**Run 1: routed metal per tile**

Scale bar: 20 um. 14 x 12 tiles, from dark blue (low) to red (high), scaled to the fullest tile. Values are wire area over tile area, all layers added.
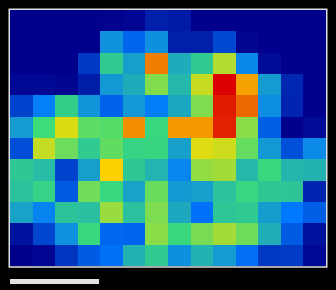
**Run 1: register map, names as in the netlist**

Scale bar: 20 um. Other sequential cells in the stronger gray, the rest of the logic in the fainter gray.
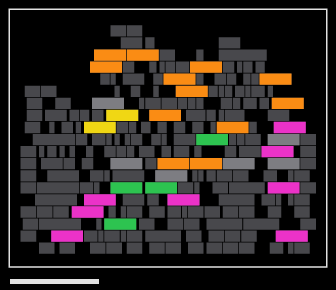
**Run 1: metal 1**

Scale bar: 20 um.
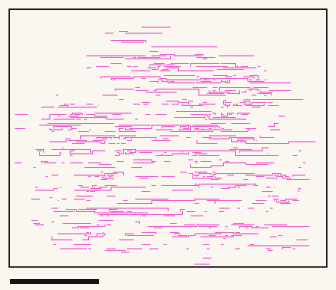
`src/rtl/uart_tx_arbiter_if.sv`:
```
`default_nettype none
// ============================================================================
//  Module      : uart_tx_arbiter_if
//  Description : Handshake bundle between the per-channel TX FIFOs, the shared
//                transmit serializer and the round-robin arbiter.
//                slave modport = arbiter side, master modport = environment.
//  Revision    : 1.0 - initial release
// ============================================================================
interface uart_tx_arbiter_if #(
    parameter int NCH = 4,
    parameter int DW  = 8
);
    localparam int IDW = $clog2(NCH);

    logic [NCH-1:0]    req;
    logic [NCH*DW-1:0] data;
    logic [NCH-1:0]    lock;
    logic [NCH-1:0]    ack;
    logic              tx_start;
    logic [DW-1:0]     tx_data;
    logic              tx_done;
    logic [IDW-1:0]    grant_id;
    logic              active;
    logic              err_to;

    modport slave (
        input  req, data, lock, tx_done,
        output ack, tx_start, tx_data, grant_id, active, err_to
    );

    modport master (
        output req, data, lock, tx_done,
        input  ack, tx_start, tx_data, grant_id, active, err_to
    );
endinterface
`default_nettype wire

```
`src/rtl/uart_tx_arbiter.sv`:
```
`default_nettype none
// ============================================================================
//  Module      : uart_tx_arbiter
//  Description : Round-robin arbiter sharing one UART TX serializer between
//                NCH byte requesters. Issues a one-cycle start pulse with the
//                granted byte and waits for tx_done (or a timeout) before the
//                next grant. Optional burst lock: define UART_ARB_LOCK_EN.
//  Revision    : 1.0 - initial release
// ============================================================================
module uart_tx_arbiter #(
    parameter int NCH     = 4,
    parameter int DW      = 8,
    parameter int TIMEOUT = 4096
) (
    input  wire logic           clk,
    input  wire logic           rst_n,
    uart_tx_arbiter_if.slave    bus
);
    localparam int IDW = $clog2(NCH);
    localparam int TW  = (TIMEOUT > 1) ? $clog2(TIMEOUT) : 1;
    localparam logic [TW-1:0] c_TLAST = TW'((TIMEOUT > 0) ? (TIMEOUT - 1) : 0);
    localparam logic [IDW-1:0] c_RR_RST = IDW'(NCH - 1);

    typedef enum logic [0:0] {
        S_IDLE      = 1'b0,
        S_WAIT_DONE = 1'b1
    } state_t;

    state_t          r_state, w_state_nxt;
    logic [NCH-1:0]  r_ack, w_ack_nxt;
    logic            r_tx_start, w_tx_start_nxt;
    logic [DW-1:0]   r_tx_data, w_tx_data_nxt;
    logic [IDW-1:0]  r_grant_id, w_grant_nxt;
    logic            r_active, w_active_nxt;
    logic            r_err_to, w_err_nxt;
    logic [IDW-1:0]  r_rr_ptr, w_rr_nxt;
    logic [TW-1:0]   r_timer, w_timer_nxt;

    logic            w_rr_found;
    logic [IDW-1:0]  w_rr_pick;
    logic            w_lock_hit;
    logic            w_gnt_vld;
    logic [IDW-1:0]  w_gnt_id;
    logic [DW-1:0]   w_gnt_data;
    logic [NCH-1:0]  w_gnt_onehot;

    // First requester after the pointer, searching ptr+1, ptr+2, ... mod NCH
    function automatic logic [IDW:0] f_rr_pick(input logic [NCH-1:0] req,
                                                input logic [IDW-1:0] ptr);
        logic           found;
        logic [IDW-1:0] pick;
        logic [IDW-1:0] idx;
        int             sum;
        found = 1'b0;
        pick  = '0;
        for (int k = 1; k <= NCH; k++) begin
            sum = (int'(ptr) + k) % NCH;
            idx = IDW'(sum);
            if (!found && req[idx]) begin
                found = 1'b1;
                pick  = idx;
            end
        end
        return {found, pick};
    endfunction

    // Round-robin candidate for the current pointer
    always_comb begin
        {w_rr_found, w_rr_pick} = f_rr_pick(bus.req, r_rr_ptr);
    end

`ifdef UART_ARB_LOCK_EN
    // Set only for the IDLE cycle that follows a frame ended by tx_done
    logic r_burst;

    // Track whether the previous frame completed normally (timeout breaks bursts)
    always_ff @(posedge clk) begin
        if (!rst_n)
            r_burst <= 1'b0;
        else if (r_state == S_WAIT_DONE)
            r_burst <= bus.tx_done;
        else
            r_burst <= 1'b0;
    end

    // Burst continuation: same channel still locked and requesting
    always_comb begin
        w_lock_hit = r_burst && bus.lock[r_grant_id] && bus.req[r_grant_id];
    end
`else
    // Lock input has no effect without the burst feature
    wire w_unused_lock = &{1'b0, bus.lock};

    // Pure round robin: never a lock regrant
    always_comb begin
        w_lock_hit = 1'b0;
    end
`endif

    // Select the channel to grant, its byte and its one-hot ack
    always_comb begin
        w_gnt_vld    = w_lock_hit | w_rr_found;
        w_gnt_id     = w_lock_hit ? r_grant_id : w_rr_pick;
        w_gnt_data   = '0;
        w_gnt_onehot = '0;
        for (int i = 0; i < NCH; i++) begin
            if (w_gnt_id == IDW'(i)) begin
                w_gnt_data      = bus.data[i*DW +: DW];
                w_gnt_onehot[i] = 1'b1;
            end
        end
    end

    // Next-state and registered-output values
    always_comb begin
        w_state_nxt    = r_state;
        w_ack_nxt      = '0;
        w_tx_start_nxt = 1'b0;
        w_tx_data_nxt  = r_tx_data;
        w_grant_nxt    = r_grant_id;
        w_active_nxt   = r_active;
        w_err_nxt      = 1'b0;
        w_rr_nxt       = r_rr_ptr;
        w_timer_nxt    = r_timer;
        case (r_state)
            S_IDLE: begin
                if (w_gnt_vld) begin
                    w_ack_nxt      = w_gnt_onehot;
                    w_tx_start_nxt = 1'b1;
                    w_tx_data_nxt  = w_gnt_data;
                    w_grant_nxt    = w_gnt_id;
                    w_active_nxt   = 1'b1;
                    w_timer_nxt    = '0;
                    w_state_nxt    = S_WAIT_DONE;
                    // A lock regrant reuses the current channel; pointer stays put
                    if (!w_lock_hit)
                        w_rr_nxt = w_rr_pick;
                end
            end
            S_WAIT_DONE: begin
                w_timer_nxt = r_timer + 1'b1;
                if (bus.tx_done) begin
                    w_active_nxt = 1'b0;
                    w_state_nxt  = S_IDLE;
                end else if ((TIMEOUT != 0) && (r_timer == c_TLAST)) begin
                    w_err_nxt    = 1'b1;
                    w_active_nxt = 1'b0;
                    w_state_nxt  = S_IDLE;
                end
            end
            default: begin
                w_state_nxt  = S_IDLE;
                w_active_nxt = 1'b0;
            end
        endcase
    end

    // State and output registers with synchronous active-low reset
    always_ff @(posedge clk) begin
        if (!rst_n) begin
            r_state    <= S_IDLE;
            r_ack      <= '0;
            r_tx_start <= 1'b0;
            r_tx_data  <= '0;
            r_grant_id <= '0;
            r_active   <= 1'b0;
            r_err_to   <= 1'b0;
            r_rr_ptr   <= c_RR_RST;
            r_timer    <= '0;
        end else begin
            r_state    <= w_state_nxt;
            r_ack      <= w_ack_nxt;
            r_tx_start <= w_tx_start_nxt;
            r_tx_data  <= w_tx_data_nxt;
            r_grant_id <= w_grant_nxt;
            r_active   <= w_active_nxt;
            r_err_to   <= w_err_nxt;
            r_rr_ptr   <= w_rr_nxt;
            r_timer    <= w_timer_nxt;
        end
    end

    assign bus.ack      = r_ack;
    assign bus.tx_start = r_tx_start;
    assign bus.tx_data  = r_tx_data;
    assign bus.grant_id = r_grant_id;
    assign bus.active   = r_active;
    assign bus.err_to   = r_err_to;

endmodule
`default_nettype wire

```
`src/flat_wrapper.sv`:
```
// flat-port wrapper written by rule: the top's interface ports become plain ports
module uart_tx_arbiter_flat 
#(
    parameter int NCH     = 4,
    parameter int DW      = 8,
    parameter int TIMEOUT = 4096
)
  (clk, rst_n, bus_req, bus_data, bus_lock, bus_tx_done, bus_ack, bus_tx_start, bus_tx_data, bus_grant_id, bus_active, bus_err_to);
  uart_tx_arbiter_if #(.NCH(NCH), .DW(DW)) bus_i ();
  input  wire logic clk;
  input  wire logic rst_n;
  input wire logic [$bits(bus_i.req)-1:0] bus_req;
  input wire logic [$bits(bus_i.data)-1:0] bus_data;
  input wire logic [$bits(bus_i.lock)-1:0] bus_lock;
  input wire logic [$bits(bus_i.tx_done)-1:0] bus_tx_done;
  output wire logic [$bits(bus_i.ack)-1:0] bus_ack;
  output wire logic [$bits(bus_i.tx_start)-1:0] bus_tx_start;
  output wire logic [$bits(bus_i.tx_data)-1:0] bus_tx_data;
  output wire logic [$bits(bus_i.grant_id)-1:0] bus_grant_id;
  output wire logic [$bits(bus_i.active)-1:0] bus_active;
  output wire logic [$bits(bus_i.err_to)-1:0] bus_err_to;
  assign bus_i.req = bus_req;
  assign bus_i.data = bus_data;
  assign bus_i.lock = bus_lock;
  assign bus_i.tx_done = bus_tx_done;
  assign bus_ack = bus_i.ack;
  assign bus_tx_start = bus_i.tx_start;
  assign bus_tx_data = bus_i.tx_data;
  assign bus_grant_id = bus_i.grant_id;
  assign bus_active = bus_i.active;
  assign bus_err_to = bus_i.err_to;
  uart_tx_arbiter #(.NCH(NCH), .DW(DW), .TIMEOUT(TIMEOUT)) u_core (.clk(clk), .rst_n(rst_n), .bus(bus_i));
endmodule
```
`config.mk`:
```
export PLATFORM = sky130hd
export DESIGN_NAME = uart_tx_arbiter_flat
export DESIGN_NICKNAME = d
export VERILOG_FILES = /design/src/rtl/uart_tx_arbiter_if.sv /design/src/rtl/uart_tx_arbiter.sv /design/src/flat_wrapper.sv
export SDC_FILE = /design/constraint.sdc
export NUM_CORES = 1
export LEC_CHECK = 0
export ABC_CLOCK_PERIOD_IN_PS = 2270
export CORE_ASPECT_RATIO = 0.8
export CORE_MARGIN = 2
export CORE_UTILIZATION = 44
export DETAILED_ROUTE_END_ITERATION = 10
export PLACE_DENSITY = 0.9
export RECOVER_POWER = 25
export SYNTH_ARGS = -nofsm -noshare
export SYNTH_HDL_FRONTEND = slang
export SYNTH_SLANG_ARGS = --single-unit
export TNS_END_PERCENT = 100
```
`constraint.sdc`:
```
create_clock -name clk -period 2.27 [get_ports clk]
set_clock_uncertainty 0.05 [all_clocks]
set_input_delay 0.227 -clock clk [delete_from_list [all_inputs] [get_ports clk]]
set_output_delay 0.227 -clock clk [all_outputs]
set_load 0.01 [all_outputs]
```
==> flow_metrics.py, run 1 <==
# Generated from Yosys and OpenROAD reports
metrics = {
    "status": {
        "outcome": "complete, no violations",
    },
    "logic_synthesis": {
        "synth.avg_cell_area_um2": 9.93,
        "ff_type": "dfxtp_1",
        "synth.area.top_cells": "dfxtp_1, mux4_2, nand2_1, mux4_1, o2bb2ai_1",
        "common_cells": "dfxtp_1, nand2_1, o2bb2ai_1",
        "edf_count": 0,
        "ys_chip_area_mm2": 0.00159,
        "ys_seq_elements": 32,
        "syn-num-nets": 204,
        "async_reset_ff_share_pct": 0,
    },
    "worst_setup_path": {
        "cp_max_fo": 13,
        "cp-start-kind": "primary input",
        "cp.arrival_ns": 2.07,
        "path_delay_family": "buffers and inverters",
        "critPathKind": "primary input to flip-flop",
        "slowest_stage": "mux4_1",
        "path_depth": 7,
    },
    "pwr": {
        "irDropWorstVdd_uv": 346,
    },
    "grt": {
        "track_usage_pct": 20.0,
        "antenna_found_initial": 0,
        "grt_max_degree": 28,
        "use_met2_pct": 37.0,
        "use_met1_pct": 21.3,
    },
    "placed_design": {
        "gp_congestion": 0.785,
        "dpl.cell_count": 253,
        "post-place-ws_ns": 0.0267,
    },
    "clock_tree": {
        "cts_sinks": 32,
        "cts_buffers": 5,
        "cts_setup_buffers": 0,
        "htreeDepth": 2,
        "cts-root-buf": "clkbuf_8",
        "clk_latency_ns": 0.28,
    },
    "die": {
        "fp-utilization_pct": 46.1,
        "dieArea_mm2": 0.00411,
    },
    "final_layout": {
        "synthToLayoutAreaGrowth_pct": 46.9,
        "final_core_util_pct": 67.7,
        "stdcell_area_mm2": 0.00233,
        "fin_cells": 261,
        "final_nets": 262,
    },
    "sta": {
        "slew_violations": 0,
        "rsz0062_at_grt": "no",
        "max_freq_mhz": 514,
        "fin_hold_ws_ns": 0.407,
        "finalCritPeriodShare_pct": 85.7,
        "min_period_ns": 1.95,
    },
    "hold_path": {
        "hold_end": "u_core.bus.tx_data[4]",
    },
    "route": {
        "drt_pre_antenna_iters": 4,
        "via_count": 1432,
    },
    "job": {
        "warnings": 30,
    },
}
Notes on 'routed metal per tile' above:
20% of the tiles are over half the peak. 20% of the tiles are nearly empty. The mean over all tiles is 0.14. The emptiest ninth of the die: north-west.

Notes on 'register map, names as in the netlist' above:
Magenta shows u_core.bus.tx_data, flops 8. Green shows u_core.bus.ack, flops 4. Yellow shows u_core.r_rr_ptr, flops 2. Orange shows u_core.r_timer, flops 12.

Notes on 'metal 1' above:
The longest straight run is 22.5 um. The layer carries 1550 um of wire.

[run 1: worst reg2reg max path, cell delays in order (launching register included)]
cell and delay, ns:
dfxtp_1 0.44, nor2b_4 0.08, a221oi_4 0.32, buf_12 0.19, mux4_1 0.56, o2bb2ai_1 0.14
[run 1: sequential cells by signal, indices dropped and copies added (netlist names)]
signal / cells
u_core.bus.ack: 4
u_core.r_state: 1
u_core.bus.err_to: 1
u_core.bus.tx_data: 8
u_core.bus.tx_start: 1
u_core.r_rr_ptr: 2
u_core.bus.active: 1
u_core.r_timer: 12
u_core.bus.grant_id: 2
[run 1: kinds of logic (layout without fill, tap and decap cells)]
group,after synthesis,after routing,share of synthesized area (%)
fa+ha+maj,1,1,0.787
compound gates,35,35,17.6
flops,32,32,40.3
buf+inv,16,75,4.88
xor+xnor,1,1,0.551
simple gates,64,64,22.0
mux,11,11,13.9
[run 1: layout by cell type (no fill, tap or decap), types with 4 or more instances in the layout]
master,n
dlygate4sd3_1,12
nand3_1,4
o2bb2ai_1,8
nand4_1,4
buf_4,4
inv_1,5
mux4_2,5
nand2_1,22
clkdlybuf4s50_1,43
clkbuf_8,7
nor3_1,4
dfxtp_1,32
nor2_1,6
and2_1,6
o21ai_0,6
[run 1: area by class of cell]
cell class / count / share of cell area (%)
repair buffers: 61 / 26.6
multi-input cells: 112 / 37.3
flip-flops and latches: 32 / 27.5
inverters: 6 / 0.965
clock buffers: 7 / 4.13
well taps: 42 / 2.25
clock inverters: 1 / 1.29
[run 1: power by group through the flow]
stage	logic [uW]	clock network [uW]	registers [uW]
finish	359	596	627
global route	386	631	633
floorplan	179	0	650
CTS	370	602	629
global placement	360	0	639
detailed placement	367	0	642
[run 1: routing by layer]
metal  vias up  wire, um
met5         -         0
met4         0        79
met3        10       148
met2        40      1980
met1       677      1550
li1        705         -
## Run 2: what changed since run 1
- CORE_MARGIN: 2 -> unset
- CORE_UTILIZATION: 44 -> 40
- DONT_BUFFER_PORTS: unset -> 1
- PLACE_DENSITY: 0.9 -> 0.64
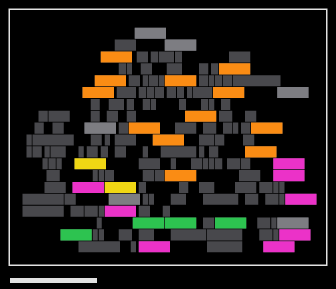
**Above:** run 2 (register map, names as in the netlist).
Scale bar: 20 um. Other sequential cells in the stronger gray, the rest of the logic in the fainter gray.
Green shows u_core.bus.ack, flops 4, where south. Magenta shows u_core.bus.tx_data, flops 8. Yellow shows u_core.r_rr_ptr, flops 2. Orange shows u_core.r_timer, flops 12.
Another 6 sequential cells are not colored.

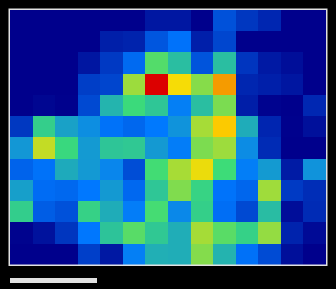
**Above:** run 2 (routed metal per tile).
Scale bar: 20 um. 14 x 12 tiles, from dark blue (low) to red (high), scaled to the fullest tile. Values are wire area over tile area, all layers added.
14% of the tiles are over half the peak. The emptiest ninth of the die: north-west. 23% of the tiles are nearly empty. The mean over all tiles is 0.13. The fullest tile reaches 0.54.

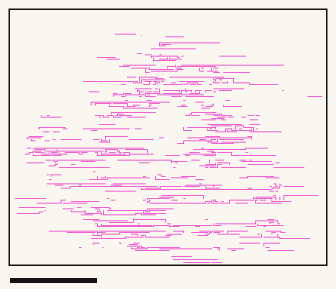
**Above:** run 2 (metal 1).
Scale bar: 20 um.
The wires run mostly horizontal. The layer holds 46% of the routed length. The layer carries 1530 um of wire.

==> run 2 against run 1 <==
  * Largest power group unchanged
  * Largest cell class unchanged
  * Via count shrank 16%
  * Worst setup slack lost 0.095 ns
  * Synthesized area stayed put
==> flow_metrics.py, run 2 <==
# Generated from Yosys and OpenROAD reports
metrics = {
    "final_layout": {
        "regMostFlops": "u_core.r_timer",
        "final_nets": 204,
        "synthToLayoutAreaGrowth_pct": 10.4,
        "final_cell_mix": "dfxtp_1, nand2_1, o2bb2ai_1",
        "largest_reg_flops": 12,
    },
    "die": {
        "dieArea_mm2": 0.00423,
        "fp-utilization_pct": 41.8,
    },
    "grt": {
        "grt_max_degree": 28,
        "use_met1_pct": 21.8,
    },
    "route": {
        "via_count": 1208,
        "dr.max_layer_used": "met4",
        "wl_met2_um": 1500,
        "drt_pre_antenna_iters": 6,
        "wl_met3_um": 201,
    },
    "worst_setup_path": {
        "path_delay_family": "AND-OR/OR-AND gates",
        "cp.arrival_ns": 2.16,
        "critPathKind": "flip-flop to flip-flop",
        "cp-start-kind": "flip-flop",
    },
    "sta": {
        "rsz0062_at_grt": "no",
        "min_period_ns": 2.04,
        "finalCritPeriodShare_pct": 89.9,
        "slew_violations": 0,
    },
    "logic_synthesis": {
        "ff_type": "dfxtp_1",
        "ys_seq_elements": 32,
        "synth.avg_cell_area_um2": 9.93,
        "async_reset_ff_share_pct": 0,
    },
    "placed_design": {
        "gp_congestion": 0.783,
    },
    "clock_tree": {
        "cts_setup_buffers": 0,
        "htreeDepth": 2,
    },
    "status": {
        "outcome": "complete, no violations",
    },
}
run 2: cell types whose count changed in the layout (fill, tap and decap cells not counted):
cell             delta
buf_12              -2
buf_4               -2
clkdlybuf4s50_1    -43
dlygate4sd3_1      -11
run 2: cells by family (layout without fill, tap and decap cells):
family                     Yosys count  count (layout)  synth area share [%]
buffers and inverters               16              17                  4.88
and+or+nand+nor                     64              64                  22.0
xor gates and xnor gates             1               1                 0.551
AOI/OAI and AO/OA                   35              35                  17.6
muxes                               11              11                  13.9
adders and majority gates            1               1                 0.787
DFF                                 32              32                  40.3
run 2: final timing paths:
kind,cells past startpoint,slack (ns),to,start
worst min register to register,1,0.44,u_core.r_timer[3],u_core.r_timer[3]
worst min-delay path,2,0.02,u_core.r_timer[3],rst_n
worst max register to register,5,0.23,u_core.bus.tx_data[5],u_core.r_rr_ptr[0]
worst max-delay path,5,0.23,u_core.bus.tx_data[5],u_core.r_rr_ptr[0]
run 2: area by class of cell:
type / count / share of cell area [%]
clock buffers: 7 / 5.49
well taps: 55 / 3.92
inverters: 6 / 1.28
multi-input cells: 112 / 49.6
flip-flops and latches: 32 / 36.5
clock inverters: 1 / 1.71
repair buffers: 3 / 1.43
run 2: stage by stage:
step / hold WS, ns / instance area, um2 / cells / setup WS [ns] / utilization (%)
global route: 0.00228 / 1750 / 216 / 0.133 / 46.1
finish: 0.0208 / 1750 / 216 / 0.229 / 46.1
global placement: 0.269 / 1620 / 207 / 0.328 / 42.5
detailed placement: 0.275 / 1620 / 207 / 0.250 / 42.5
CTS: 0.00502 / 1750 / 216 / 0.222 / 46.1
floorplan: 0.384 / 1590 / 160 / 0.499 / -
run 2: report_power, final:
part / internal [uW] / total, uW / switching [uW]
logic: 100 / 190 / 89.6
clock network: 387 / 591 / 203
registers: 602 / 650 / 47.7
Power and IR drop assume default switching activity.
